File: config.mk
export PLATFORM = sky130hd
export DESIGN_NAME = line_fetcher_flat
export DESIGN_NICKNAME = d
export VERILOG_FILES = /design/src/rtl/line_fetcher_if.sv /design/src/rtl/line_fetcher.sv /design/src/flat_wrapper.sv
export SDC_FILE = /design/constraint.sdc
export NUM_CORES = 1
export LEC_CHECK = 0
export ABC_AREA = 1
export ABC_CLOCK_PERIOD_IN_PS = 4110
export CORE_MARGIN = 4
export CORE_UTILIZATION = 52
export DETAILED_ROUTE_END_ITERATION = 12
export GPL_TIMING_DRIVEN = 0
export PLACE_DENSITY_LB_ADDON = 0.1
export SLEW_MARGIN = 0
export SYNTH_ARGS = -nofsm -noshare
export SYNTH_HDL_FRONTEND = slang
export SYNTH_SLANG_ARGS = --single-unit
File: constraint.sdc
create_clock -name clk_i -period 4.11 [get_ports clk_i]
set_input_delay 0.822 -clock clk_i [delete_from_list [all_inputs] [get_ports clk_i]]
set_output_delay 0.822 -clock clk_i [all_outputs]
set_load 0.005 [all_outputs]
File: src/rtl/line_fetcher_if.sv
// Wishbone read-only bus between the line fetcher (master) and video memory (slave).
interface line_fetcher_if #(
    parameter int ADR_W = 24
);
    logic             cyc;
    logic             stb;
    logic [ADR_W-1:0] adr;
    logic [15:0]      dat;
    logic             ack;

    modport master (output cyc, stb, adr, input dat, ack);
    modport slave  (input cyc, stb, adr, output dat, ack);
endinterface

File: src/rtl/line_fetcher.sv
// Scanline fetcher: bursts WORDS_I 16-bit words from video memory into a line buffer.
// Optional build macro LINE_FETCHER_ABORT_EN adds abort_i to cancel a fetch in progress.
module line_fetcher #(
    parameter int ADR_W = 24
) (
    input  logic             clk_i,
    input  logic             rst_n_i,
    input  logic             start_i,
    input  logic [ADR_W-1:0] base_adr_i,
    input  logic [8:0]       words_i,
`ifdef LINE_FETCHER_ABORT_EN
    input  logic             abort_i,
`endif
    output logic             busy_o,
    output logic             done_o,
    line_fetcher_if.master   m_bus,
    output logic [8:0]       s_adr_o,
    output logic [15:0]      s_dat_o,
    output logic             s_we_o
);

    localparam logic [1:0] ST_IDLE   = 2'd0;
    localparam logic [1:0] ST_FETCH  = 2'd1;
    localparam logic [1:0] ST_FINISH = 2'd2;

    logic [1:0]       state_q, state_d;
    logic [ADR_W-1:0] adr_q, adr_d;
    logic [8:0]       idx_q, idx_d;
    logic [8:0]       words_q, words_d;
    logic             cyc_q, cyc_d;
    logic             busy_q, busy_d;
    logic             done_q, done_d;
    logic             we_q, we_d;
    logic [8:0]       s_adr_q, s_adr_d;
    logic [15:0]      s_dat_q, s_dat_d;
    logic [8:0]       idx_inc_s;
    logic             abort_s;

`ifdef LINE_FETCHER_ABORT_EN
    assign abort_s = abort_i;
`else
    assign abort_s = 1'b0;
`endif

    assign idx_inc_s = idx_q + 9'd1;

    // Next-state and output-register logic for the fetch FSM.
    always_comb begin
        state_d = state_q;
        adr_d   = adr_q;
        idx_d   = idx_q;
        words_d = words_q;
        cyc_d   = cyc_q;
        busy_d  = busy_q;
        done_d  = 1'b0;
        we_d    = 1'b0;
        s_adr_d = s_adr_q;
        s_dat_d = s_dat_q;
        case (state_q)
            ST_IDLE: begin
                if (start_i) begin
                    if (words_i != 9'd0) begin
                        state_d = ST_FETCH;
                        adr_d   = base_adr_i;
                        idx_d   = 9'd0;
                        words_d = words_i;
                        cyc_d   = 1'b1;
                        busy_d  = 1'b1;
                    end else begin
                        // Empty line: acknowledge without touching the bus.
                        done_d = 1'b1;
                    end
                end else begin
                    state_d = ST_IDLE;
                end
            end
            ST_FETCH: begin
                if (abort_s) begin
                    state_d = ST_IDLE;
                    cyc_d   = 1'b0;
                    busy_d  = 1'b0;
                end else if (m_bus.ack) begin
                    adr_d   = adr_q + ADR_W'(1'b1);
                    idx_d   = idx_inc_s;
                    we_d    = 1'b1;
                    s_adr_d = idx_q;
                    s_dat_d = m_bus.dat;
                    if (idx_inc_s == words_q) begin
                        state_d = ST_FINISH;
                        cyc_d   = 1'b0;
                        done_d  = 1'b1;
                    end else begin
                        state_d = ST_FETCH;
                    end
                end else begin
                    state_d = ST_FETCH;
                end
            end
            ST_FINISH: begin
                state_d = ST_IDLE;
                busy_d  = 1'b0;
            end
            default: begin
                state_d = ST_IDLE;
                cyc_d   = 1'b0;
                busy_d  = 1'b0;
            end
        endcase
    end

    // State and output registers, all cleared asynchronously.
    always_ff @(posedge clk_i or negedge rst_n_i) begin
        if (!rst_n_i) begin
            state_q <= ST_IDLE;
            adr_q   <= '0;
            idx_q   <= 9'd0;
            words_q <= 9'd0;
            cyc_q   <= 1'b0;
            busy_q  <= 1'b0;
            done_q  <= 1'b0;
            we_q    <= 1'b0;
            s_adr_q <= 9'd0;
            s_dat_q <= 16'd0;
        end else begin
            state_q <= state_d;
            adr_q   <= adr_d;
            idx_q   <= idx_d;
            words_q <= words_d;
            cyc_q   <= cyc_d;
            busy_q  <= busy_d;
            done_q  <= done_d;
            we_q    <= we_d;
            s_adr_q <= s_adr_d;
            s_dat_q <= s_dat_d;
        end
    end

    assign m_bus.cyc = cyc_q;
    assign m_bus.stb = cyc_q;
    assign m_bus.adr = adr_q;
    assign busy_o    = busy_q;
    assign done_o    = done_q;
    assign s_we_o    = we_q;
    assign s_adr_o   = s_adr_q;
    assign s_dat_o   = s_dat_q;

endmodule

File: src/flat_wrapper.sv
// flat-port wrapper written by rule: the top's interface ports become plain ports
module line_fetcher_flat 
#(
    parameter int ADR_W = 24
)
  (clk_i, rst_n_i, start_i, base_adr_i, words_i, busy_o, done_o, s_adr_o, s_dat_o, s_we_o, m_bus_cyc, m_bus_stb, m_bus_adr, m_bus_dat, m_bus_ack);
  line_fetcher_if #(.ADR_W(ADR_W)) m_bus_i ();
  input  logic clk_i;
  input  logic rst_n_i;
  input  logic start_i;
  input  logic [ADR_W-1:0] base_adr_i;
  input  logic [8:0] words_i;
  output logic busy_o;
  output logic done_o;
  output logic [8:0] s_adr_o;
  output logic [15:0] s_dat_o;
  output logic s_we_o;
  output wire logic [$bits(m_bus_i.cyc)-1:0] m_bus_cyc;
  output wire logic [$bits(m_bus_i.stb)-1:0] m_bus_stb;
  output wire logic [$bits(m_bus_i.adr)-1:0] m_bus_adr;
  input wire logic [$bits(m_bus_i.dat)-1:0] m_bus_dat;
  input wire logic [$bits(m_bus_i.ack)-1:0] m_bus_ack;
  assign m_bus_cyc = m_bus_i.cyc;
  assign m_bus_stb = m_bus_i.stb;
  assign m_bus_adr = m_bus_i.adr;
  assign m_bus_i.dat = m_bus_dat;
  assign m_bus_i.ack = m_bus_ack;
  line_fetcher #(.ADR_W(ADR_W)) u_core (.clk_i(clk_i), .rst_n_i(rst_n_i), .start_i(start_i), .base_adr_i(base_adr_i), .words_i(words_i), .busy_o(busy_o), .done_o(done_o), .m_bus(m_bus_i), .s_adr_o(s_adr_o), .s_dat_o(s_dat_o), .s_we_o(s_we_o));
endmodule
Figure 1. The clock network (run 1).
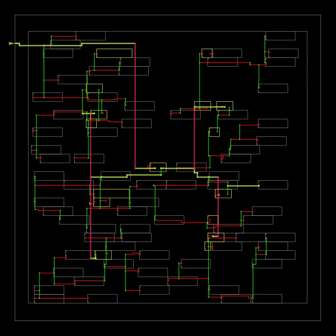
P_clk: 646 uW
Layout clock buffers: 9
worst skew pair latency: 0.36 ns
Worst Skew: 0.00726 ns

Figure 2. Wiring by layer (run 1).
Drawn at 6 px/um. Two of the layers only.
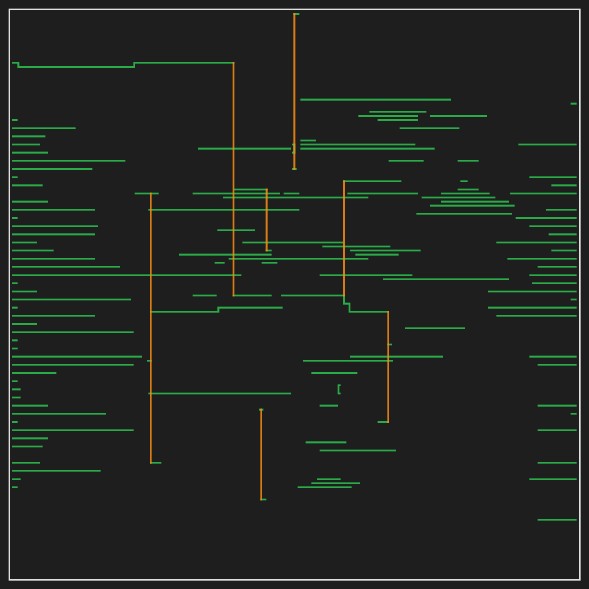
green -> met3  # wire length 1,220 um
orange -> met4  # wire length 172 um
WL/cell: 15.4 um
gr usage total: 26.6%
final wirelength: 11.3 mm
via count: 3,955

Figure 3. Wires at chosen ports, followed through buffers (run 1).
Drawn at 4 px/um.
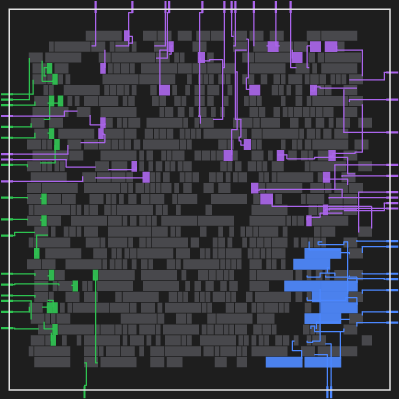
blue -> s_adr_o  # bits 9, direction output, edge 7 right, 2 bottom, end cells 9, buffers 9, wire 202 um
purple -> base_adr_i  # bits 24, direction input, edge 11 top, 9 right, 4 left, end cells 24, buffers 24, wire 664 um
green -> m_bus_dat  # bits 16, direction input, edge 15 left, 1 bottom, end cells 16, buffers 16, wire 188 um
I/O pins: 107
port bufs: 106

==> metrics.cfg, run 1 <==
[cells_and_area]
layout_top_cell=nand2_1
nNonClkInverters=51
fillCellCount=590
logic_area_mm2=0.00181
layout_top_cells=nand2_1, clkdlybuf4s50_1, dfrtp_1
antennaDiodeCount=0
seq_share_pct=34.1
seq_area_mm2=0.00183
drive_above_1_share_pct=10.4
largest_reg_flops=24
area_delta_synth_final_pct=36.6
buf_share_pct=22.0
fin_nets=682
sh_comb_area_pct=33.8
flops=73

[worst_setup_path]
regToRegSetupSlack_ns=2.16
crit_chain=clkdlybuf4s50_1
critPathMaxStageDelay_ns=0.56
cp.buffers_inverters=1
critPathTopFamily=buffers and inverters
crit_path_end_kind=output pin
path_depth=1
startpoint=u_core.m_bus.adr[19]
rr_worst_depth=9

[power_and_ir_drop]
pwr-share-comb_pct=44.9
power.leakage_uw=0.00241
clockPowerShare_pct=18.5
p_seq_uw=1270
p_comb_uw=1570
p_total_uw=3480
ir_drop_v=0.000328
switching_share_pct=39.8
maxPowerGroup=combinational cells
p_int_uw=2100

[global_routing]
grt_max_degree=55
grt_pass1_vias=4018
use_met3_pct=6.85
grt_antenna_before_repair=0
grt_first_pass_wirelength_mm=18.6
grt.met2_usage_pct=41.6
grt-ovfl-total=0

[timing]
max_freq_ghz=0.453
final.setup.tns_ns=0
post-route-period-util_pct=53.8
fin_crit_ns=2.21
setup_viol=0
hold_viol=0
slew_headroom_pct=62.1

[yosys]
synth_area_leader_cell=dfrtp_1
syn_inst=509
ys_area_mm2=0.00392
async_flop_share_pct=100
yosys.area_share.xor_xnor_pct=1.34
mux_area_share_pct=0.862
ys_sh_adder_pct=0.638
syn_avg_cell_area_um2=7.70
syn_nets=564
aoi_share_pct=13.0
flop_cell=dfrtp_1
edf_count=0
ys_top_logic_family=simple AND/OR/NAND/NOR gates
synth_dominant_cell_count=nand2_1
ys_warn_count=0
yosysUniqueCellTypes=34
syn-cell-area_mm2=0.00392
top_cell_area_share_pct=46.6

[placed_design]
hpwlAfterDp_mm=8.35
place_area_mm2=0.00513
place_ws_ns=1.67

[flow_run]
warnings=26

[clock_tree]
postCtsHoldBufs=0
htreeDepth=3
cts_root_buf=clkbuf_8
path_clk_slew_ns=0.08
tritoncts=done
post_cts_resize_count=0

[floorplan]
row_count=31
core_mm2=0.00729
die_area_mm2=0.00899
die-width_um=94.8
nWellTaps=99

[routing]
dr.pass1.iters=5
drc=0
drt_iter0_markers=306
met2_length_mm=5.06

[status]
outcome=complete, no violations

--- run 2 (diff from run 1) ---
ABC_CLOCK_PERIOD_IN_PS = 2100   (was 4110)
CORE_UTILIZATION = 49   (was 52)
clock period = 2.1 ns   (was 4.11 ns; I/O delays follow)
Figure 4. The clock network (run 2).
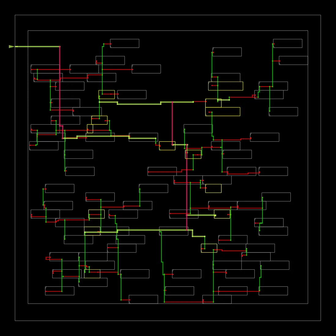
Seq Cell Count: 73
cts bufs inserted: 9
Worst Skew: 0.00737 ns

Figure 5. M2 wires (run 2).
Drawn at 4 px/um. Cells faint in the background.
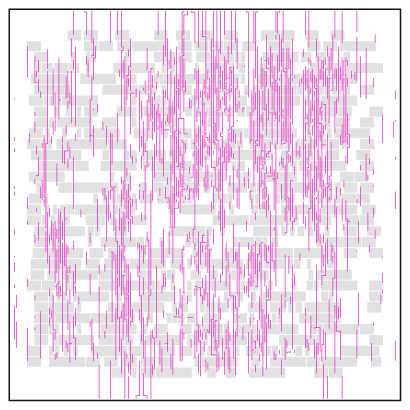
wire length on this layer = 5,070 um
longest straight run = 35.7 um
share of all routed wire = 46%
final wirelength: 11.0 mm
via count: 3,879
met2 Usage GRT: 36.3%

==> run 2 against run 1 <==
Against the previous run: sequential share of layout area about the same; largest power group unchanged; combinational power up 94%; via count shrank 1.9%; total power increased by 94%; final area up 0.12%; core utilization fell by 4.4 points; critical path depth rose by 8; flip-flop count did not move; routed wire length shrank 2.7%; global-route usage shrank 2.8 points; first-iteration DRC count up 6.5%; clock power rose by about 90%.
==> metrics.cfg, run 2 <==
[power_and_ir_drop]
pwr-share-comb_pct=45.0
power_density_mw_per_mm2=1260
power.leakage_uw=0.00241
p_int_uw=4140
p_comb_uw=3040
p_total_uw=6760
p_seq_uw=2490
clockPowerShare_pct=18.2
maxPowerGroup=combinational cells
pg_clk_uw=1230
p_switching_uw=2610
ir_drop_v=0.000587
switching_share_pct=38.7

[cells_and_area]
area_delta_synth_final_pct=36.7
seq_area_mm2=0.00183
fin_nets=683
n_clock_buffer=11
sh_comb_area_pct=33.7
buf_share_pct=22.2
nNonClkInverters=51
layout_top_cell=nand2_1
fillCellCount=671
drive_above_1_share_pct=10.1
logic_area_mm2=0.00181
seq_share_pct=34.1
layout_top_cells=nand2_1, clkdlybuf4s50_1, dfrtp_1
final_cells=733
antennaDiodeCount=0
largest_reg_flops=24

[clock_tree]
insertion_delay_ns=0.34
cts_root_buf=clkbuf_8
postCtsHoldBufs=1
cts.path.max_buffers=2
post_cts_resize_count=0
path_clk_slew_ns=0.08
tritoncts=done
htreeDepth=3

[placed_design]
place_area_mm2=0.00513
place_ws_ns=-0.00624
gp_congestion=0.899
io_buffers=106
hpwlAfterDp_mm=8.24

[global_routing]
track_usage_pct=23.8
grt-ovfl-total=0
grt_first_pass_wirelength_mm=18.7
grt_antenna_before_repair=0
grt_max_degree=51
use_met3_pct=7.32
grt-busiest-layer=met2
grt_pass1_vias=3915

[floorplan]
io-pin-count=107
die-width_um=97.5
die_area_mm2=0.00950
nWellTaps=102
row_count=32
core_mm2=0.00777

[timing]
max_freq_ghz=0.517
slew_headroom_pct=62.3
hold_viol=0
setup_viol=0
final.setup.tns_ns=0
post-route-period-util_pct=92.1
fin_crit_ns=1.93
hold-worst-slack_ns=0.480
slew_violations=0

[yosys]
ys_sh_simple_pct=30.3
ys_sh_adder_pct=0.638
edf_count=0
ys_warn_count=0
ys_area_mm2=0.00392
syn-cell-area_mm2=0.00392
syn_avg_cell_area_um2=7.70
async_flop_share_pct=100
flop_cell=dfrtp_1
syn_nets=564
mux_area_share_pct=0.862
synth_area_leader_cell=dfrtp_1
yosysUniqueCellTypes=34
top_cell_area_share_pct=46.6
synth_dominant_cell_count=nand2_1
yosys.area_share.xor_xnor_pct=1.34
aoi_share_pct=13.0
postSynthSeqShare_pct=46.6
syn_inst=509
ys_top_logic_family=simple AND/OR/NAND/NOR gates

[worst_setup_path]
rr_worst_depth=9
cp.buffers_inverters=0
critPathMaxStageDelay_ns=0.44
crit_path_end_kind=flop
startpoint=u_core.m_bus.adr[0]
path_depth=9
regToRegSetupSlack_ns=0.17
crit_chain=ha_1 > nand3_1 > nor2_2 > nand2_2 > nor3_2 > or2_2 > nand3_1 > nand2_1 > o21ai_0

[routing]
dr.pass1.iters=7
drc=0
met2_length_mm=5.07
highest_layer=met4
wl_per_cell_um=15.0
drt_iter0_markers=326

[status]
outcome=complete, no violations

Power figures rest on the tool's default switching activity, not on a simulated workload.
